==> run_1/route_heat.png <==
Scale bar: 20 microns. 21 x 21 tiles, from dark purple (low) to yellow (high), scaled to the fullest tile. Values are wire area over tile area, all layers added.
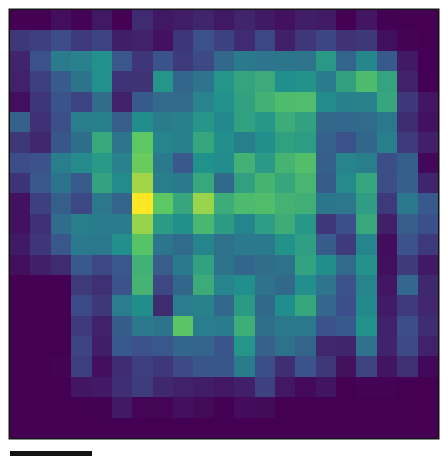
==> run_1/clock_wires.png <==
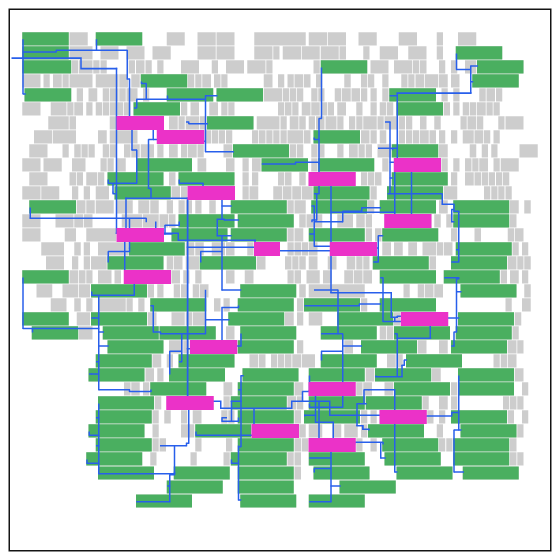
==> run_1/ff_map.png <==
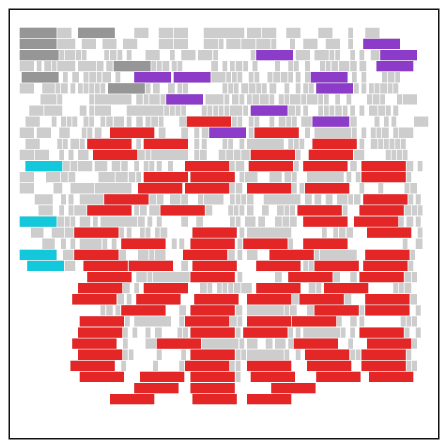
==> run_1/placed.png <==
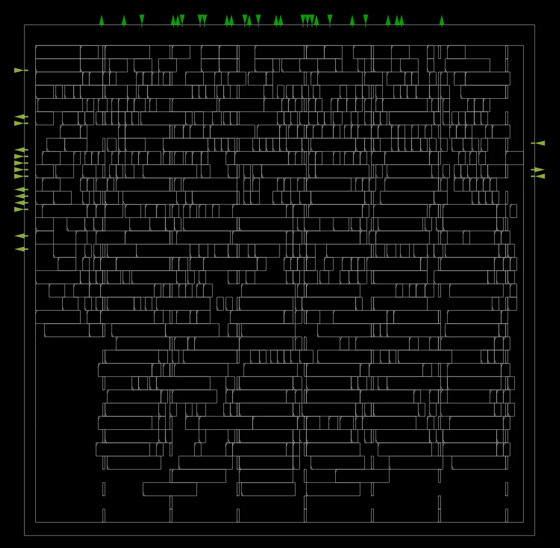
**src/rtl/uc_sequencer.sv**
```systemverilog
// Program sequencer: program counter with hardware call/return stack,
// counted bootstrap phase, and stack-fault halt with software recovery.
module uc_sequencer #(
  parameter  int ADDR_WIDTH  = 12,
  parameter  int STACK_DEPTH = 8,
  parameter  int BOOT_CYCLES = 4,
  localparam int LVL_W       = $clog2(STACK_DEPTH + 1)
) (
  input  logic                  clk,
  input  logic                  arst,
  input  logic                  clk_valid,
  input  logic                  pc_inc,
  input  logic                  pc_load,
  input  logic                  call,
  input  logic                  ret,
  input  logic [ADDR_WIDTH-1:0] pc_next,
  input  logic                  fault_clr,
  output logic [ADDR_WIDTH-1:0] pc_out,
  output logic                  bootstrapping,
  output logic [1:0]            state,
  output logic [LVL_W-1:0]      stack_level,
  output logic                  stack_full,
  output logic                  stack_empty,
  output logic                  stack_overflow,
  output logic                  stack_underflow
);

  localparam int IDX_W = (STACK_DEPTH > 1) ? $clog2(STACK_DEPTH) : 1;
  localparam int CNT_W = (BOOT_CYCLES > 1) ? $clog2(BOOT_CYCLES) : 1;

  typedef enum logic [1:0] {
    ST_BOOT = 2'd0,
    ST_RUN  = 2'd1,
    ST_HALT = 2'd2,
    ST_BAD  = 2'd3
  } state_t;

  state_t                  st;
  logic [CNT_W-1:0]        boot_cnt;
  logic [ADDR_WIDTH-1:0]   stack_mem [STACK_DEPTH];
  logic [IDX_W-1:0]        push_idx;
  logic [IDX_W-1:0]        pop_idx;
  logic [ADDR_WIDTH-1:0]   top_addr;
  logic [ADDR_WIDTH-1:0]   ret_addr;
  logic                    push_en;

  // Address increment wraps naturally modulo 2^ADDR_WIDTH.
  function automatic logic [ADDR_WIDTH-1:0] addr_inc(input logic [ADDR_WIDTH-1:0] a);
    return a + ADDR_WIDTH'(1);
  endfunction

  assign state       = st;
  assign stack_full  = (stack_level == LVL_W'(STACK_DEPTH));
  assign stack_empty = (stack_level == '0);
  assign push_idx    = IDX_W'(stack_level);
  assign pop_idx     = IDX_W'(stack_level - LVL_W'(1));
  assign top_addr    = stack_mem[pop_idx];
  assign ret_addr    = addr_inc(pc_out);

  // ret outranks call, so a push happens only when ret is absent.
  assign push_en = clk_valid && (st == ST_RUN) && !ret && call && !stack_full;

  // Stack storage carries no reset; only entries below stack_level are ever read.
  always_ff @(posedge clk) begin
    if (push_en) begin
      stack_mem[push_idx] <= ret_addr;
    end
  end

  always_ff @(posedge clk or posedge arst) begin
    if (arst) begin
      st              <= ST_BOOT;
      pc_out          <= '0;
      stack_level     <= '0;
      boot_cnt        <= '0;
      bootstrapping   <= 1'b1;
      stack_overflow  <= 1'b0;
      stack_underflow <= 1'b0;
    end else if (clk_valid) begin
      case (st)
        ST_BOOT: begin
          boot_cnt <= boot_cnt + CNT_W'(1);
          if (boot_cnt == CNT_W'(BOOT_CYCLES - 1)) begin
            st            <= ST_RUN;
            bootstrapping <= 1'b0;
          end
        end
        ST_RUN: begin
          if (ret) begin
            if (stack_empty) begin
              stack_underflow <= 1'b1;
              st              <= ST_HALT;
            end else begin
              pc_out      <= top_addr;
              stack_level <= stack_level - LVL_W'(1);
            end
          end else if (call) begin
            if (stack_full) begin
              stack_overflow <= 1'b1;
              st             <= ST_HALT;
            end else begin
              pc_out      <= pc_next;
              stack_level <= stack_level + LVL_W'(1);
            end
          end else if (pc_load) begin
            pc_out <= pc_next;
          end else if (pc_inc) begin
            pc_out <= addr_inc(pc_out);
          end
        end
        ST_HALT: begin
          if (fault_clr) begin
            stack_overflow  <= 1'b0;
            stack_underflow <= 1'b0;
            st              <= ST_RUN;
          end
        end
        default: begin
          st            <= ST_HALT;
          bootstrapping <= 1'b0;
        end
      endcase
    end
  end

endmodule

```
**config.mk**
```make
export PLATFORM = sky130hd
export DESIGN_NAME = uc_sequencer
export DESIGN_NICKNAME = d
export VERILOG_FILES = /design/src/rtl/uc_sequencer.sv
export SDC_FILE = /design/constraint.sdc
export NUM_CORES = 1
export LEC_CHECK = 0
export ABC_AREA = 1
export CAP_MARGIN = 40
export CORE_MARGIN = 2
export CORE_UTILIZATION = 55
export DETAILED_ROUTE_END_ITERATION = 12
export PLACE_DENSITY_LB_ADDON = 0.3
export SYNTH_ARGS = -nofsm -noshare
export SYNTH_HDL_FRONTEND = slang
export SYNTH_SLANG_ARGS = --single-unit
```
**constraint.sdc**
```tcl
create_clock -name clk -period 3 [get_ports clk]
set_input_delay 0.6 -clock clk [delete_from_list [all_inputs] [get_ports clk]]
set_output_delay 0.6 -clock clk [all_outputs]
set_load 0.005 [all_outputs]
```
==> results.yml, run 1 <==
# physical design summary
grt:
  antenna_found_initial: 0
  grt.met1_usage_pct: 32.9
  gr-max-usage-layer: "met2"
  global_route.overflow_total: 0
placement:
  postPlaceCellArea_sq_um: 6190
  place.gp.congestion: 0.922
floorplanning:
  die-width_microns: 105
  die_area_sq_um: 11000
finish:
  final.signal_buffer_count: 58
  top_regs: "stack_mem: 96 flops, pc_out: 12 flops, stack_level: 4 flops"
critical_path:
  end_kind: "primary output"
  crit_path_end: "stack_full"
  crit_path_cells: "inv_1 > ha_2 > nand3_1 > inv_1 > clkdlybuf4s50_1"
  worst-r2r-setup-slack_ns: 0.69
power:
  combPwrFrac_pct: 41.5
  swShare_pct: 40.6
  power.largest_group: "combinational cells"
logic_synthesis:
  main_area_contributors: "edfxtp_1 51%, dfrtp_1 9.8%, nand2_1 9.8%"
  synth.distinct_cells: 34
  enable_flop_cells: 96
  synth_xor_xnor_area_share_pct: 1.36
  synth.cell_area_sq_um: 5600
  netlist_instances: 587
final_timing:
  period_minus_slack_ns: 2.80
  final.period_utilization_pct: 93.2
  final-hold-violation-count: 0
  rsz_0062_raised_after_global_routing: "no"
  finalSetupTns_ns: 0
  slew-limit-headroom_pct: 55.4
detailed_routing:
  final_antenna_violating_net_count: 0
  initial_drc_count: 367
clocking:
  max-clock-path-buffers: 2
  htree_num_levels: 4
outcome:
  outcome: "completed"
-- route_heat.png (at the start) --
mean over tiles	0.21
fullest tile	0.76
nearly empty tiles	16%
tiles over half the peak	17%
emptiest ninth of the die	south-west
densest ninth of the die	centre
average wire per cell in the routed design: 17.6 microns
Total Routing Usage GR: 26.4%
DR vias: 4385
total wire length: 13800 microns

-- clock_wires.png (at the start) --
[flip-flops] green | count: 119
[clock wires] blue | length: 1290 microns
[clock-net drivers] magenta | count: 17
flops lie	spread over the die
post-route clock skew: 0.00564 ns
relative contribution of the clock network to total power: 25.0%
insertion delay at the late pin of the worst-skew pair: 0.51 ns
reported clock group power: 1.79 mW

-- ff_map.png (at the start) --
netlist name	colour	placed flops
stack_mem	red	96
pc_out	purple	12
stack_level	cyan	4
not coloured	7
final standard cell utilization of the core: 68.5%
fraction of standard cell area that is sequential: 51.4%
Power Sequential: 2.40 mW
area occupied by registers: 3460 sq um

-- placed.png (at the start) --
Filler cells: 739
Finished Layout Cells: 788
CORE AREA: 9820 sq um

==> run 1 -> run 2 <==
Settings changed: ABC_CLOCK_PERIOD_IN_PS set to 3000.
==> run_2/ff_map.png <==
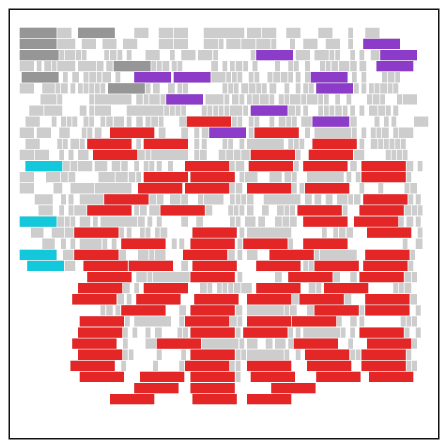
netlist name	colour	placed flops
stack_mem	red	96
pc_out	purple	12
stack_level	cyan	4

==> results.yml, run 2 <==
# physical design summary
critical_path:
  crit_path_cells: "inv_1 > ha_2 > nand3_1 > inv_1 > clkdlybuf4s50_1"
  worst-r2r-setup-slack_ns: 0.69
logic_synthesis:
  synth_xor_xnor_area_share_pct: 1.36
  enable_flop_cells: 96
  synth.distinct_cells: 34
detailed_routing:
  initial_drc_count: 367
  num_vias: 4385
grt:
  grt.met1_usage_pct: 32.9
  antenna_found_initial: 0
  gr-max-usage-layer: "met2"
power:
  pg_clk_mw: 1.79
  power.largest_group: "combinational cells"
  power_frac_clock_pct: 25.0
  combPwrFrac_pct: 41.5
finish:
  top_regs: "stack_mem: 96 flops, pc_out: 12 flops, stack_level: 4 flops"
  seq_area_sq_um: 3460
  final.fill_count: 739
final_timing:
  period_minus_slack_ns: 2.80
  final-hold-violation-count: 0
  fin_skew_ns: 0.00564
  finalSetupTns_ns: 0
placement:
  place.gp.congestion: 0.922
clocking:
  max-clock-path-buffers: 2
  htree_num_levels: 4
outcome:
  outcome: "completed"
floorplanning:
  core_area_sq_um: 9820
Power figures rest on the tool's default switching activity, not on a simulated workload.
